## src/rtl/mar_pkg.sv

```systemverilog
// Shared definitions for the memory address register controller:
// opcode encodings, FSM state type and default parameter values.
package mar_pkg;

   localparam int MAR_ADDR_W_DEF    = 8;
   localparam int MAR_OFF_W_DEF     = 4;
   localparam int MAR_TIMEOUT_DEF   = 15;
   localparam int MAR_BURST_LEN_DEF = 4;

   localparam logic [2:0] MAR_HOLD     = 3'b000;
   localparam logic [2:0] MAR_LOAD_MBR = 3'b001;
   localparam logic [2:0] MAR_LOAD_PC  = 3'b010;
   localparam logic [2:0] MAR_LOAD_IR  = 3'b011;
   localparam logic [2:0] MAR_INC      = 3'b100;
   localparam logic [2:0] MAR_INDEX    = 3'b101;
   localparam logic [2:0] MAR_DEC      = 3'b110;
   localparam logic [2:0] MAR_BURST    = 3'b111;

   typedef enum logic {
      S_IDLE = 1'b0,
      S_REQ  = 1'b1
   } state_e;

endpackage

```

## src/rtl/mar_addr_alu.sv

```systemverilog
// Combinational next-address unit: source selection, increment, decrement
// and base+signed-offset indexing, with an overflow/underflow flag.
module mar_addr_alu
   import mar_pkg::*;
#(
   parameter int ADDR_W = MAR_ADDR_W_DEF,
   parameter int OFF_W  = MAR_OFF_W_DEF
) (
   input  logic [2:0]        op_i,
   input  logic [ADDR_W-1:0] cur_addr_i,
   input  logic [ADDR_W-1:0] from_mbr_i,
   input  logic [ADDR_W-1:0] from_pc_i,
   input  logic [ADDR_W-1:0] from_ir_i,
   input  logic [OFF_W-1:0]  offset_i,
   output logic [ADDR_W-1:0] next_addr_o,
   output logic              wrap_o
);

   // Widened sums: one extra bit catches the increment carry; two extra bits
   // hold base+offset as a signed value so both carry-out and borrow show up
   // as a non-zero top pair.
   logic [ADDR_W:0]   inc_sum;
   logic [ADDR_W+1:0] idx_sum;

   assign inc_sum = {1'b0, cur_addr_i} + (ADDR_W+1)'(1);
   assign idx_sum = {2'b00, from_mbr_i}
                  + {{(ADDR_W+2-OFF_W){offset_i[OFF_W-1]}}, offset_i};

   // Select the next address and flag modulo wrap-around.
   always_comb begin
      next_addr_o = cur_addr_i;
      wrap_o      = 1'b0;
      case (op_i)
         MAR_LOAD_MBR: next_addr_o = from_mbr_i;
         MAR_LOAD_PC:  next_addr_o = from_pc_i;
         MAR_LOAD_IR:  next_addr_o = from_ir_i;
         MAR_INC: begin
            next_addr_o = inc_sum[ADDR_W-1:0];
            wrap_o      = inc_sum[ADDR_W];
         end
         MAR_INDEX: begin
            next_addr_o = idx_sum[ADDR_W-1:0];
            wrap_o      = |idx_sum[ADDR_W+1:ADDR_W];
         end
         MAR_DEC: begin
            next_addr_o = cur_addr_i - ADDR_W'(1);
            wrap_o      = (cur_addr_i == '0);
         end
         default: ;
      endcase
   end

endmodule

```

## src/rtl/mar_ctrl.sv

```systemverilog
// Memory address register with request/acknowledge handshake and timeout.
// Optional macro MAR_BURST_EN turns control 111 into a BURST_LEN-beat
// incrementing burst; without it 111 behaves as HOLD.
module mar_ctrl
   import mar_pkg::*;
#(
   parameter int ADDR_W    = MAR_ADDR_W_DEF,
   parameter int OFF_W     = MAR_OFF_W_DEF,
   parameter int TIMEOUT   = MAR_TIMEOUT_DEF,
   parameter int BURST_LEN = MAR_BURST_LEN_DEF
) (
   input  logic              clk,
   input  logic              rst,
   input  logic [2:0]        control,
   input  logic [ADDR_W-1:0] from_mbr,
   input  logic [ADDR_W-1:0] from_pc,
   input  logic [ADDR_W-1:0] from_ir,
   input  logic [OFF_W-1:0]  offset,
   input  logic              mem_ack,
   output logic [ADDR_W-1:0] to_memory,
   output logic              mem_req,
   output logic              busy,
   output logic              wrap,
   output logic              err
);

   if (TIMEOUT < 1 || TIMEOUT > 255) begin : g_bad_timeout
      $error("mar_ctrl: TIMEOUT must be 1..255");
   end
   if (BURST_LEN < 2 || BURST_LEN > 16) begin : g_bad_burst
      $error("mar_ctrl: BURST_LEN must be 2..16");
   end

   // Last counter value before the abort edge: mem_req stays up TIMEOUT cycles.
   localparam logic [7:0] TO_LAST = 8'(TIMEOUT - 1);

   state_e            state_q, state_d;
   logic [ADDR_W-1:0] addr_q, addr_d;
   logic [7:0]        cnt_q, cnt_d;
   logic              wrap_q, wrap_d;
   logic              err_q, err_d;
   logic [2:0]        alu_op;
   logic [ADDR_W-1:0] alu_addr;
   logic              alu_wrap;
   logic              is_op;

`ifdef MAR_BURST_EN
   localparam logic [4:0] BEAT_LAST = 5'(BURST_LEN - 1);
   logic       burst_q, burst_d;
   logic [4:0] beat_q, beat_d;
`endif

   mar_addr_alu #(
      .ADDR_W (ADDR_W),
      .OFF_W  (OFF_W)
   ) u_alu (
      .op_i        (alu_op),
      .cur_addr_i  (addr_q),
      .from_mbr_i  (from_mbr),
      .from_pc_i   (from_pc),
      .from_ir_i   (from_ir),
      .offset_i    (offset),
      .next_addr_o (alu_addr),
      .wrap_o      (alu_wrap)
   );

   // State and datapath registers; reset aborts any access at once.
   always_ff @(posedge clk or posedge rst) begin
      if (rst) begin
         state_q <= S_IDLE;
         addr_q  <= '0;
         cnt_q   <= '0;
         wrap_q  <= 1'b0;
         err_q   <= 1'b0;
`ifdef MAR_BURST_EN
         burst_q <= 1'b0;
         beat_q  <= '0;
`endif
      end else begin
         state_q <= state_d;
         addr_q  <= addr_d;
         cnt_q   <= cnt_d;
         wrap_q  <= wrap_d;
         err_q   <= err_d;
`ifdef MAR_BURST_EN
         burst_q <= burst_d;
         beat_q  <= beat_d;
`endif
      end
   end

   // Next-state logic: accept ops only in IDLE, wait for ack or timeout in REQ.
   always_comb begin
      state_d = state_q;
      addr_d  = addr_q;
      cnt_d   = cnt_q;
      wrap_d  = 1'b0;
      err_d   = 1'b0;
      alu_op  = control;
      is_op   = (control != MAR_HOLD);
`ifndef MAR_BURST_EN
      if (control == MAR_BURST) is_op = 1'b0;
`else
      burst_d = burst_q;
      beat_d  = beat_q;
      // During a burst the ALU only ever advances the address by one.
      if (state_q == S_REQ) alu_op = MAR_INC;
`endif
      case (state_q)
         S_IDLE: begin
            if (is_op) begin
               addr_d  = alu_addr;
               wrap_d  = alu_wrap;
               cnt_d   = '0;
               state_d = S_REQ;
`ifdef MAR_BURST_EN
               burst_d = (control == MAR_BURST);
               beat_d  = '0;
`endif
            end
         end
         S_REQ: begin
            if (mem_ack) begin
               state_d = S_IDLE;
`ifdef MAR_BURST_EN
               if (burst_q && beat_q != BEAT_LAST) begin
                  state_d = S_REQ;
                  addr_d  = alu_addr;
                  wrap_d  = alu_wrap;
                  cnt_d   = '0;
                  beat_d  = beat_q + 5'd1;
               end
`endif
            end else if (cnt_q == TO_LAST) begin
               state_d = S_IDLE;
               err_d   = 1'b1;
            end else begin
               cnt_d = cnt_q + 8'd1;
            end
         end
         default: state_d = S_IDLE;
      endcase
   end

   assign to_memory = addr_q;
   assign mem_req   = (state_q == S_REQ);
   assign busy      = (state_q == S_REQ);
   assign wrap      = wrap_q;
   assign err       = err_q;

endmodule
```

## config.mk

```make
export PLATFORM = sky130hd
export DESIGN_NAME = mar_ctrl
export DESIGN_NICKNAME = d
export VERILOG_FILES = /design/src/rtl/mar_pkg.sv /design/src/rtl/mar_addr_alu.sv /design/src/rtl/mar_ctrl.sv
export SDC_FILE = /design/constraint.sdc
export NUM_CORES = 1
export LEC_CHECK = 0
export CORE_MARGIN = 3
export CORE_UTILIZATION = 45
export CTS_CLUSTER_SIZE = 8
export DETAILED_ROUTE_END_ITERATION = 12
export GPL_ROUTABILITY_DRIVEN = 0
export PLACE_DENSITY = 0.79
export SLEW_MARGIN = 20
export SYNTH_ARGS = -nofsm -noshare
export SYNTH_HDL_FRONTEND = slang
export SYNTH_SLANG_ARGS = --single-unit
```

## constraint.sdc

```tcl
create_clock -name clk -period 1.76 [get_ports clk]
set_input_delay 0.352 -clock clk [delete_from_list [all_inputs] [get_ports clk]]
set_output_delay 0.352 -clock clk [all_outputs]
set_load 0.1 [all_outputs]
```

==> results.yml, run 1 <==
# physical design summary
outcome:
  status: "finished with violations"
  failed_checks: "negative setup slack"
layout:
  layout.cell_area.non_filler_um2: 3510
  layout.core_utilization_pct: 91.0
  seq_area_share_pct: 14.2
  num-nonclk-buffers: 131
  area.share.combinational_pct: 46.7
  drive_above_1_share_pct: 49.4
  final-instance-count-excl-fill: 404
  fillers: 144
  dominant_cells: "multi-input combinational cells"
  areaGrowthSynthToFinish_pct: 86.7
  nNonClkInverters: 11
  design.seq.count: 19
  clkbuf_count: 4
  clkCellAreaFrac_pct: 1.28
  buffer_area_share_pct: 34.8
  num-multi-input-gates: 191
  seq_area_um2: 497
  multiInputGateArea_um2: 1640
  design.final.nets: 406
  insertedDiodeCount: 0
floorplan:
  rows: 22
  core_density_at_floorplan_pct: 48.8
  io-pin-count: 46
  floorplan.core_area_um2: 3850
  die_area_um2: 4990
  floorplan.die.height_um: 70.6
  floorplan.tapcells: 48
  floorplan.die.width_um: 70.6
clocking:
  clk_pin_slew_ns: 0.07
  tritoncts_num_sinks: 19
  max-clock-path-buffers: 2
  cts_max_level: 1
  clock.latency.late_pin_ns: 0.25
  numCtsBuffers: 3
  clock_tree_from_tritoncts: "built"
  post-cts-setup-buffers: 10
  cts.root.buffer_cell: "sky130_fd_sc_hd__clkbuf_8"
  cts_repair_resize_count: 67
  cts-hold-fix-buffers: 0
critical_path:
  setup.worst_path.class: "reg -> reg"
  worstSetupStartpointType: "register"
  worst_setup_path_end_kind: "register"
  data_arrival_time_at_the_worst_slack_endpoint_ns: 2.31
  cp_num_buf_inv: 0
  worst_path_largest_cell_delay_ns: 0.51
  crit_family: "simple AND/OR/NAND/NOR gates"
  timing.critical_path.fanout_max: 3
  worstPathCellList: "or3_4 > or4b_4 > o22ai_2 > xor2_1 > a22oi_1 > a21oi_2"
  crit_slowest_cell: "sky130_fd_sc_hd__or4b_4"
  critPathRequiredTime_ns: 1.95
power_and_ir_drop:
  share_seq_of_total_power_pct: 18.4
  p_per_area_nw_per_um2: 1270
  cellLeakagePower_uw: 0.00154
  vdd.ir_drop.worst_uv: 1120
  sw_frac_of_total_pct: 50.7
  report.power.total_uw: 4470
  comb_power_share_pct: 74.7
  cell_internal_pwr_uw: 2200
  power_switching_uw: 2270
  clock_power_share_pct: 6.9
synth:
  yosys-stat-cells: 233
  netlist_instances: 233
  netlist_top_cells_area: "sky130_fd_sc_hd__dfrtp_1, sky130_fd_sc_hd__ha_1, sky130_fd_sc_hd__nand2_1"
  synth.yosys.chip_area_um2: 1880
  enable_flop_cells: 0
  post_synth_instance_area_um2: 1880
  post_synth_num_cell_types: 52
  synth_top_area_share_pct: 25.3
  ff_latch_count_synth: 19
  synth_async_sr_flop_share_pct: 100
  fp_nets: 282
  avgSynthCellArea_um2: 8.07
  yosys.area.top_type: "sky130_fd_sc_hd__dfrtp_1"
  synthesis.yosys.warnings: 0
  synth_top_flop_cell: "sky130_fd_sc_hd__dfrtp_1"
  synth-seq-area-share_pct: 25.3
run:
  log.warning_count: 33
  maxCapViolations: 0
route:
  drt-total-wl_um: 8320
  drt-met1-wl_um: 3120
  routed_wire_length_per_instance_um: 20.6
  drt-vias-per-instance: 6.11
  detail_route.first_pass.iterations: 5
  drc: 0
  wl_met3_um: 549
  topRoutingLayerUsed: "met4"
  drt_iter0_markers: 320
  met2_length_um: 4320
  via_count: 2467
  antenna_violating_nets_post_route: 0
grt:
  grt_busiest_layer: "met2"
  maximum_number_of_pins_on_one_net_before_global_route_repair: 20
  grt_util_met1_pct: 35.1
  grt_pass1_vias: 2424
  groute.layer.met2.usage_pct: 52.6
  antenna_violations_before_repair: 0
  grt_util_met3_pct: 7.10
  global_route_wire_length_before_repair_um: 12000
  global_route.usage.total_pct: 30.1
  globalRoute.totalOverflow: 0
sta:
  final-max-slew-violation-count: 0
  final.min_clock_period_ns: 2.12
  fin_worst_skew_ns: 0.00203
  rsz0062_at_grt: "true"
  slew_headroom_pct: 71.9
  post_route_worst_setup_slack_ns: -0.362
  worst_hold_check_slack_ns: 0.429
  finalHoldViolations: 0
  tightestPinTransition_ns: 0.418
  final_number_of_setup_violating_endpoints: 7
  finalClockPeriodUsage_pct: 121
  clock.fmax_ghz: 0.471
  total_negative_setup_slack_ns: -1.09
place:
  dp_hpwl_um: 4880
  detailed_place.area_um2: 3040
  numPortBuffers: 45
  place_inst: 384
  pre_cts_slack_ns: -1.02
worst_hold_path:
  type_of_the_most_critical_hold_path: "in -> async"
## run 1: state kept, by name, summed over array words and instances, names as in the netlist
signal,count
cnt_q,8
busy,1
to_memory,8
wrap,1
err,1
## run 1: power groups by stage
stage / registers [uW] / logic [uW] / clock network (uW)
2_1_floorplan: 1520 / 899 / 0
3_3_place_gp: 762 / 2810 / 0
5_1_grt: 837 / 3490 / 334
3_5_place_dp: 769 / 2870 / 0
6_report: 822 / 3340 / 308
4_1_cts: 780 / 3040 / 302
## run 1: cell usage in the layout (no fill, tap or decap), types with 4 or more instances in the layout
cell / Yosys / layout
sky130_fd_sc_hd__dfrtp_4: 0 / 5
sky130_fd_sc_hd__nor2_1: 21 / 17
sky130_fd_sc_hd__o21ai_1: 0 / 4
sky130_fd_sc_hd__o22ai_1: 9 / 8
sky130_fd_sc_hd__o21ai_0: 12 / 7
sky130_fd_sc_hd__ha_4: 0 / 7
sky130_fd_sc_hd__buf_12: 0 / 12
sky130_fd_sc_hd__ha_1: 14 / 6
sky130_fd_sc_hd__xor2_1: 10 / 8
sky130_fd_sc_hd__nand2b_1: 6 / 4
sky130_fd_sc_hd__or2_2: 4 / 4
sky130_fd_sc_hd__buf_4: 1 / 77
sky130_fd_sc_hd__nand3_1: 10 / 9
sky130_fd_sc_hd__mux2i_1: 4 / 4
sky130_fd_sc_hd__nand2_1: 24 / 22
sky130_fd_sc_hd__clkdlybuf4s50_1: 0 / 20
sky130_fd_sc_hd__dlygate4sd2_1: 0 / 6
sky130_fd_sc_hd__inv_1: 11 / 7
sky130_fd_sc_hd__buf_6: 2 / 9
sky130_fd_sc_hd__a21oi_1: 12 / 9
sky130_fd_sc_hd__xnor2_1: 6 / 4
sky130_fd_sc_hd__dfrtp_1: 19 / 12
## run 1: worst paths after layout
check | start | endpoint | slack [ns] | cells past startpoint
setup / recovery | to_memory[2]$_DFFE_PP0P_ | to_memory[7]$_DFFE_PP0P_ | -0.36 | 6
hold / removal | rst | cnt_q[5]$_DFFE_PP0P_ | 0.43 | 3
setup reg to reg | to_memory[2]$_DFFE_PP0P_ | to_memory[7]$_DFFE_PP0P_ | -0.36 | 6
hold reg to reg | cnt_q[3]$_DFFE_PP0P_ | cnt_q[3]$_DFFE_PP0P_ | 0.53 | 1
max in group asynchronous | rst | busy$_DFF_PP0_ | 1.10 | 3
min in group clk | cnt_q[3]$_DFFE_PP0P_ | cnt_q[3]$_DFFE_PP0P_ | 0.53 | 1
## run 1: cell usage after synthesis, types with 6 or more instances
master and n:
sky130_fd_sc_hd__nor2_1 21, sky130_fd_sc_hd__xor2_1 10, sky130_fd_sc_hd__nand3_1 10, sky130_fd_sc_hd__nand2_1 24
sky130_fd_sc_hd__inv_1 11, sky130_fd_sc_hd__o22ai_1 9, sky130_fd_sc_hd__a21oi_1 12, sky130_fd_sc_hd__dfrtp_1 19
sky130_fd_sc_hd__nand2b_1 6, sky130_fd_sc_hd__o21ai_0 12, sky130_fd_sc_hd__ha_1 14, sky130_fd_sc_hd__xnor2_1 6
## run 1: kinds of logic after synthesis
group           share of synthesized area (%)
simple gates                             22.8
compound gates                           24.4
buf+inv                                  5.73
flops                                    25.3
xor+xnor                                 7.46
fa+ha+maj                                10.4
mux                                      3.93
**Run 1: metal 1**

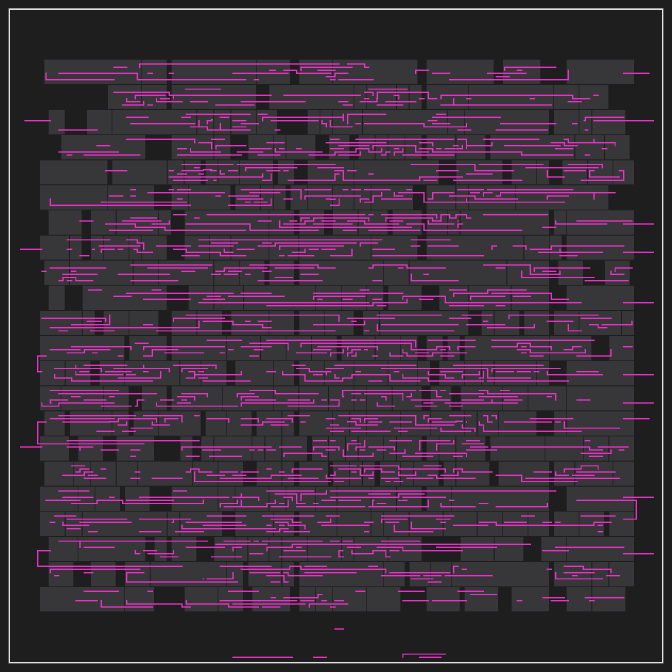
The layer carries 3120 um of wire. The wires run mostly horizontal. The longest straight run is 25.8 um. The layer holds 37% of the routed length.

**Run 1: M2 wires**

The bar under the picture is 20 um long.
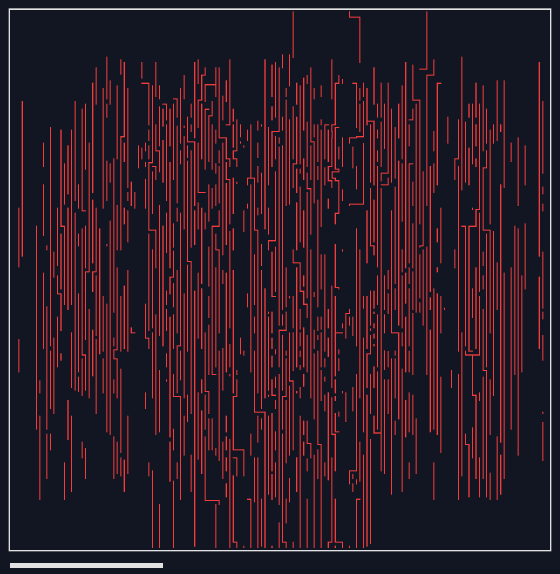
The longest straight run is 36.9 um. The layer carries 4320 um of wire. The layer holds 52% of the routed length. 377 nets have wire on it.

**Run 1: signal wires on met3**

The bar under the picture is 20 um long.
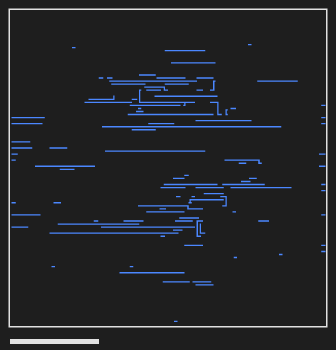
The layer holds 6.6% of the routed length. The wires run mostly horizontal. The layer carries 550 um of wire.

**Run 1: M4 wires**

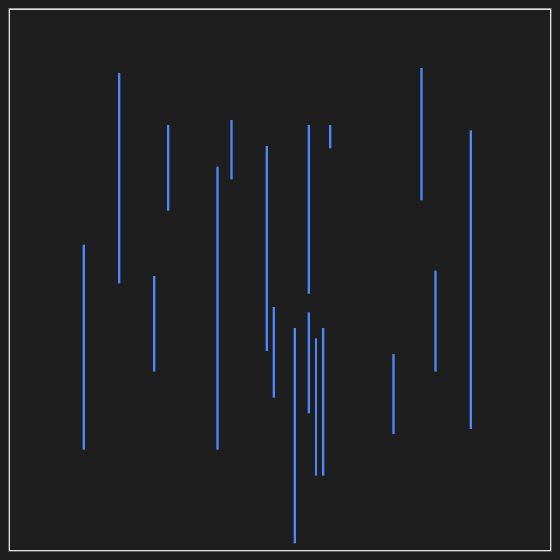
The wires run mostly vertical. 18 nets have wire on it. The layer holds 4.1% of the routed length.

--- run 2 (diff from run 1) ---
--- a/config.mk
+++ b/config.mk
@@ -5,11 +5,13 @@
 export SDC_FILE = /design/constraint.sdc
 export NUM_CORES = 1
 export LEC_CHECK = 0
+export ABC_AREA = 0
 export CORE_MARGIN = 3
 export CORE_UTILIZATION = 45
 export CTS_CLUSTER_SIZE = 8
 export DETAILED_ROUTE_END_ITERATION = 12
 export GPL_ROUTABILITY_DRIVEN = 0
+export HOLD_SLACK_MARGIN = 0.03
 export PLACE_DENSITY = 0.79
 export SLEW_MARGIN = 20
 export SYNTH_ARGS = -nofsm -noshare
**Run 2: M2 wires**

The bar under the picture is 20 um long.
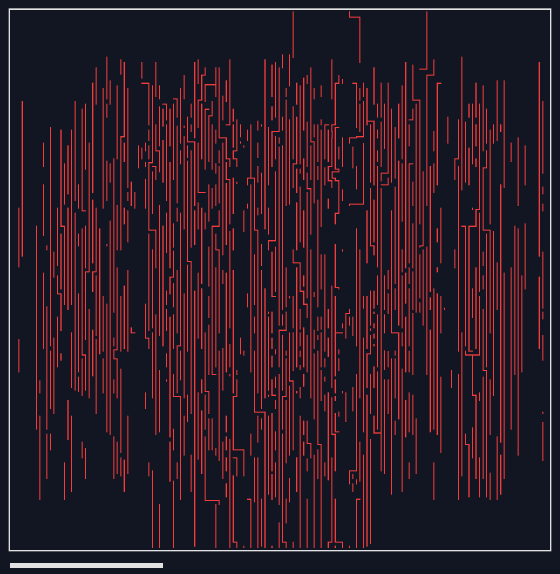
377 nets have wire on it. The layer carries 4320 um of wire. The longest straight run is 36.9 um. The layer holds 52% of the routed length. The wires run mostly vertical.

==> run 2 against run 1 <==
  * The run still ends with negative setup slack left
  * Largest cell class unchanged
  * Final cell count unchanged
  * Global-route usage is the same
  * Die area stayed put
  * Sequential share of layout area unchanged
  * Sequential cell count did not move
  * Sequential power barely moved
  * Design area is the same
==> results.yml, run 2 <==
# physical design summary
critical_path:
  critPathRequiredTime_ns: 1.95
  setup.worst_path.class: "reg -> reg"
  reg2reg_depth: 6
  timing.critical_path.fanout_max: 3
  data_arrival_time_at_the_worst_slack_endpoint_ns: 2.31
  setup.reg_to_reg.worst_slack_ns: -0.36
  timing.critical_path.to: "to_memory[7]$_DFFE_PP0P_"
  regToRegEndpoint: "to_memory[7]$_DFFE_PP0P_"
  worstSetupStartpointType: "register"
  worst_setup_path_end_kind: "register"
layout:
  layout.core_utilization_pct: 91.0
  final-instance-count-excl-fill: 404
  seq_area_um2: 497
  lay_top_cells: "sky130_fd_sc_hd__buf_4, sky130_fd_sc_hd__nand2_1, sky130_fd_sc_hd__clkdlybuf4s50_1, sky130_fd_sc_hd__nor2_1"
  design.final.nets: 406
  drive_above_1_share_pct: 49.4
  fillers: 144
synth:
  post_synth_num_cell_types: 52
  avgSynthCellArea_um2: 8.07
  top_logic_kind: "AND-OR/OR-AND gates"
  synth_compound_gate_area_share_pct: 24.4
  ff_latch_count_synth: 19
  synth_adder_area_share_pct: 10.4
  synthesis.yosys.warnings: 0
  enable_flop_cells: 0
  synthMostInstantiatedCell: "sky130_fd_sc_hd__nand2_1"
  netlist_top_cells_area: "sky130_fd_sc_hd__dfrtp_1, sky130_fd_sc_hd__ha_1, sky130_fd_sc_hd__nand2_1"
  yosys.area.top_type: "sky130_fd_sc_hd__dfrtp_1"
  synth.yosys.chip_area_um2: 1880
  yosys-stat-cells: 233
  post_synth_instance_area_um2: 1880
  common_cells: "sky130_fd_sc_hd__nand2_1, sky130_fd_sc_hd__nor2_1, sky130_fd_sc_hd__dfrtp_1"
  synth-seq-area-share_pct: 25.3
  synth.mux.area_fraction_pct: 3.93
  synth_async_sr_flop_share_pct: 100
  netlist_instances: 233
  synth_top_area_share_pct: 25.3
  synth-simple-area-share_pct: 22.8
  synth_top_flop_cell: "sky130_fd_sc_hd__dfrtp_1"
grt:
  global_route_wire_length_before_repair_um: 12000
  antenna_violations_before_repair: 0
  maximum_number_of_pins_on_one_net_before_global_route_repair: 20
  global_route.usage.total_pct: 30.1
  globalRoute.totalOverflow: 0
  grt_pass1_vias: 2424
sta:
  rsz0062_at_grt: "true"
  final-max-slew-violation-count: 0
  post_route_worst_setup_slack_ns: -0.362
  final_number_of_setup_violating_endpoints: 7
  fin_worst_skew_ns: 0.00203
  finalHoldViolations: 0
  slew_headroom_pct: 71.9
  finalClockPeriodUsage_pct: 121
  final.min_clock_period_ns: 2.12
  clock.fmax_ghz: 0.471
  tightestPinTransition_ns: 0.418
clocking:
  cts_max_level: 1
  clock_tree_from_tritoncts: "built"
  clk_pin_slew_ns: 0.07
  max-clock-path-buffers: 2
  tritoncts_num_sinks: 19
  cts.root.buffer_cell: "sky130_fd_sc_hd__clkbuf_8"
route:
  drc: 0
  antenna_violating_nets_post_route: 0
  drt-total-wl_um: 8320
  drt-vias-per-instance: 6.11
  drt_iter0_markers: 320
  routed_wire_length_per_instance_um: 20.6
  detail_route.first_pass.iterations: 5
  via_count: 2467
power_and_ir_drop:
  cellLeakagePower_uw: 0.00154
  comb_power_share_pct: 74.7
  report.power.total_uw: 4470
  power_switching_uw: 2270
  p_per_area_nw_per_um2: 1270
  share_seq_of_total_power_pct: 18.4
floorplan:
  rows: 22
  die_area_um2: 4990
  core_density_at_floorplan_pct: 48.8
  floorplan.die.height_um: 70.6
  floorplan.die.width_um: 70.6
  floorplan.core_area_um2: 3850
outcome:
  failed_checks: "negative setup slack"
  status: "finished with violations"
place:
  dp_hpwl_um: 4880
  numPortBuffers: 45
worst_hold_path:
  type_of_the_most_critical_hold_path: "in -> async"
run:
  log.warning_count: 33
  maxCapViolations: 0
**Run 2: the clock network**

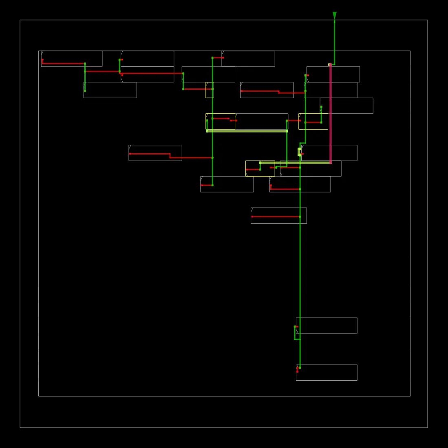
Flop Count: 19
number of buffers created by CTS: 3
later-pin clock latency in the skew report: 0.25 ns

run 2: cell counts after synthesis:
No cell type changed its count.
run 2: per-layer routing:
metal,global-route usage [%],routed length [um],vias up
li1,-,-,1096
met1,35.1,3120,1181
met2,52.6,4320,154
met3,7.10,549,36
met4,12.7,340,0
met5,0,0,-
run 2: how the worst min path moves through the flow:
stage	from	endpoint	slack [ns]
final	rst	cnt_q[5]$_DFFE_PP0P_	0.43
after global routing	rst	cnt_q[5]$_DFFE_PP0P_	0.45
after CTS	rst	cnt_q[5]$_DFFE_PP0P_	0.43
after detailed placement	cnt_q[3]$_DFFE_PP0P_	cnt_q[3]$_DFFE_PP0P_	0.50
after global placement	cnt_q[3]$_DFFE_PP0P_	cnt_q[3]$_DFFE_PP0P_	0.50
after floorplan	rst	busy$_DFF_PP0_	0.30
run 2: worst max-delay path: stages, from the launching register on:
cell	delay (ns)
sky130_fd_sc_hd__dfrtp_4	0.48
sky130_fd_sc_hd__or3_4	0.43
sky130_fd_sc_hd__or4b_4	0.51
sky130_fd_sc_hd__o22ai_2	0.15
sky130_fd_sc_hd__xor2_1	0.23
sky130_fd_sc_hd__a22oi_1	0.12
sky130_fd_sc_hd__a21oi_2	0.13
run 2: stage by stage:
step	cell area (um^2)	TNS [ns]	setup WS (ns)	hold WS, ns
final	3510	-1.09	-0.362	0.429
after global routing	3510	-1.79	-0.424	0.453
after CTS	3350	-0.881	-0.255	0.432
after detailed placement	3040	-8.52	-1.02	0.497
after global placement	3040	-7.73	-0.922	0.504
after floorplan	1950	-1.49	-0.496	0.303
run 2: cell type report:
cell class                      count  share of cell area, %
Timing Repair Buffer              131                   34.8
Tap cell                           48                   1.71
Clock buffer                        4                   1.28
Inverter                           11                   1.32
Sequential cell                    19                   14.2
Multi-Input combinational cell    191                   46.7
run 2: logic make-up after synthesis:
kind of cell,after synthesis
muxes,7
adders and majority gates,15
xor gates and xnor gates,16
AOI/OAI and AO/OA,68
and+or+nand+nor,85
DFF,19
buffers and inverters,23
run 2: power groups by stage:
stage,logic (uW),clock network (uW),registers (uW)
finish,3340,308,822
global placement,2810,0,762
global route,3490,334,837
detailed placement,2870,0,769
CTS,3040,302,780
floorplan,899,0,1520
run 2: timing repair:
| action | in CTS | in global routing |
|---|---|---|
| hold buffers | 0 | 0 |
| resized | 67 | 28 |
| setup buffers | 10 | 8 |
| setup endpoints to repair | 15 | 15 |
| pin swaps | 21 | 19 |
Power is estimated from default activity; no workload was simulated.
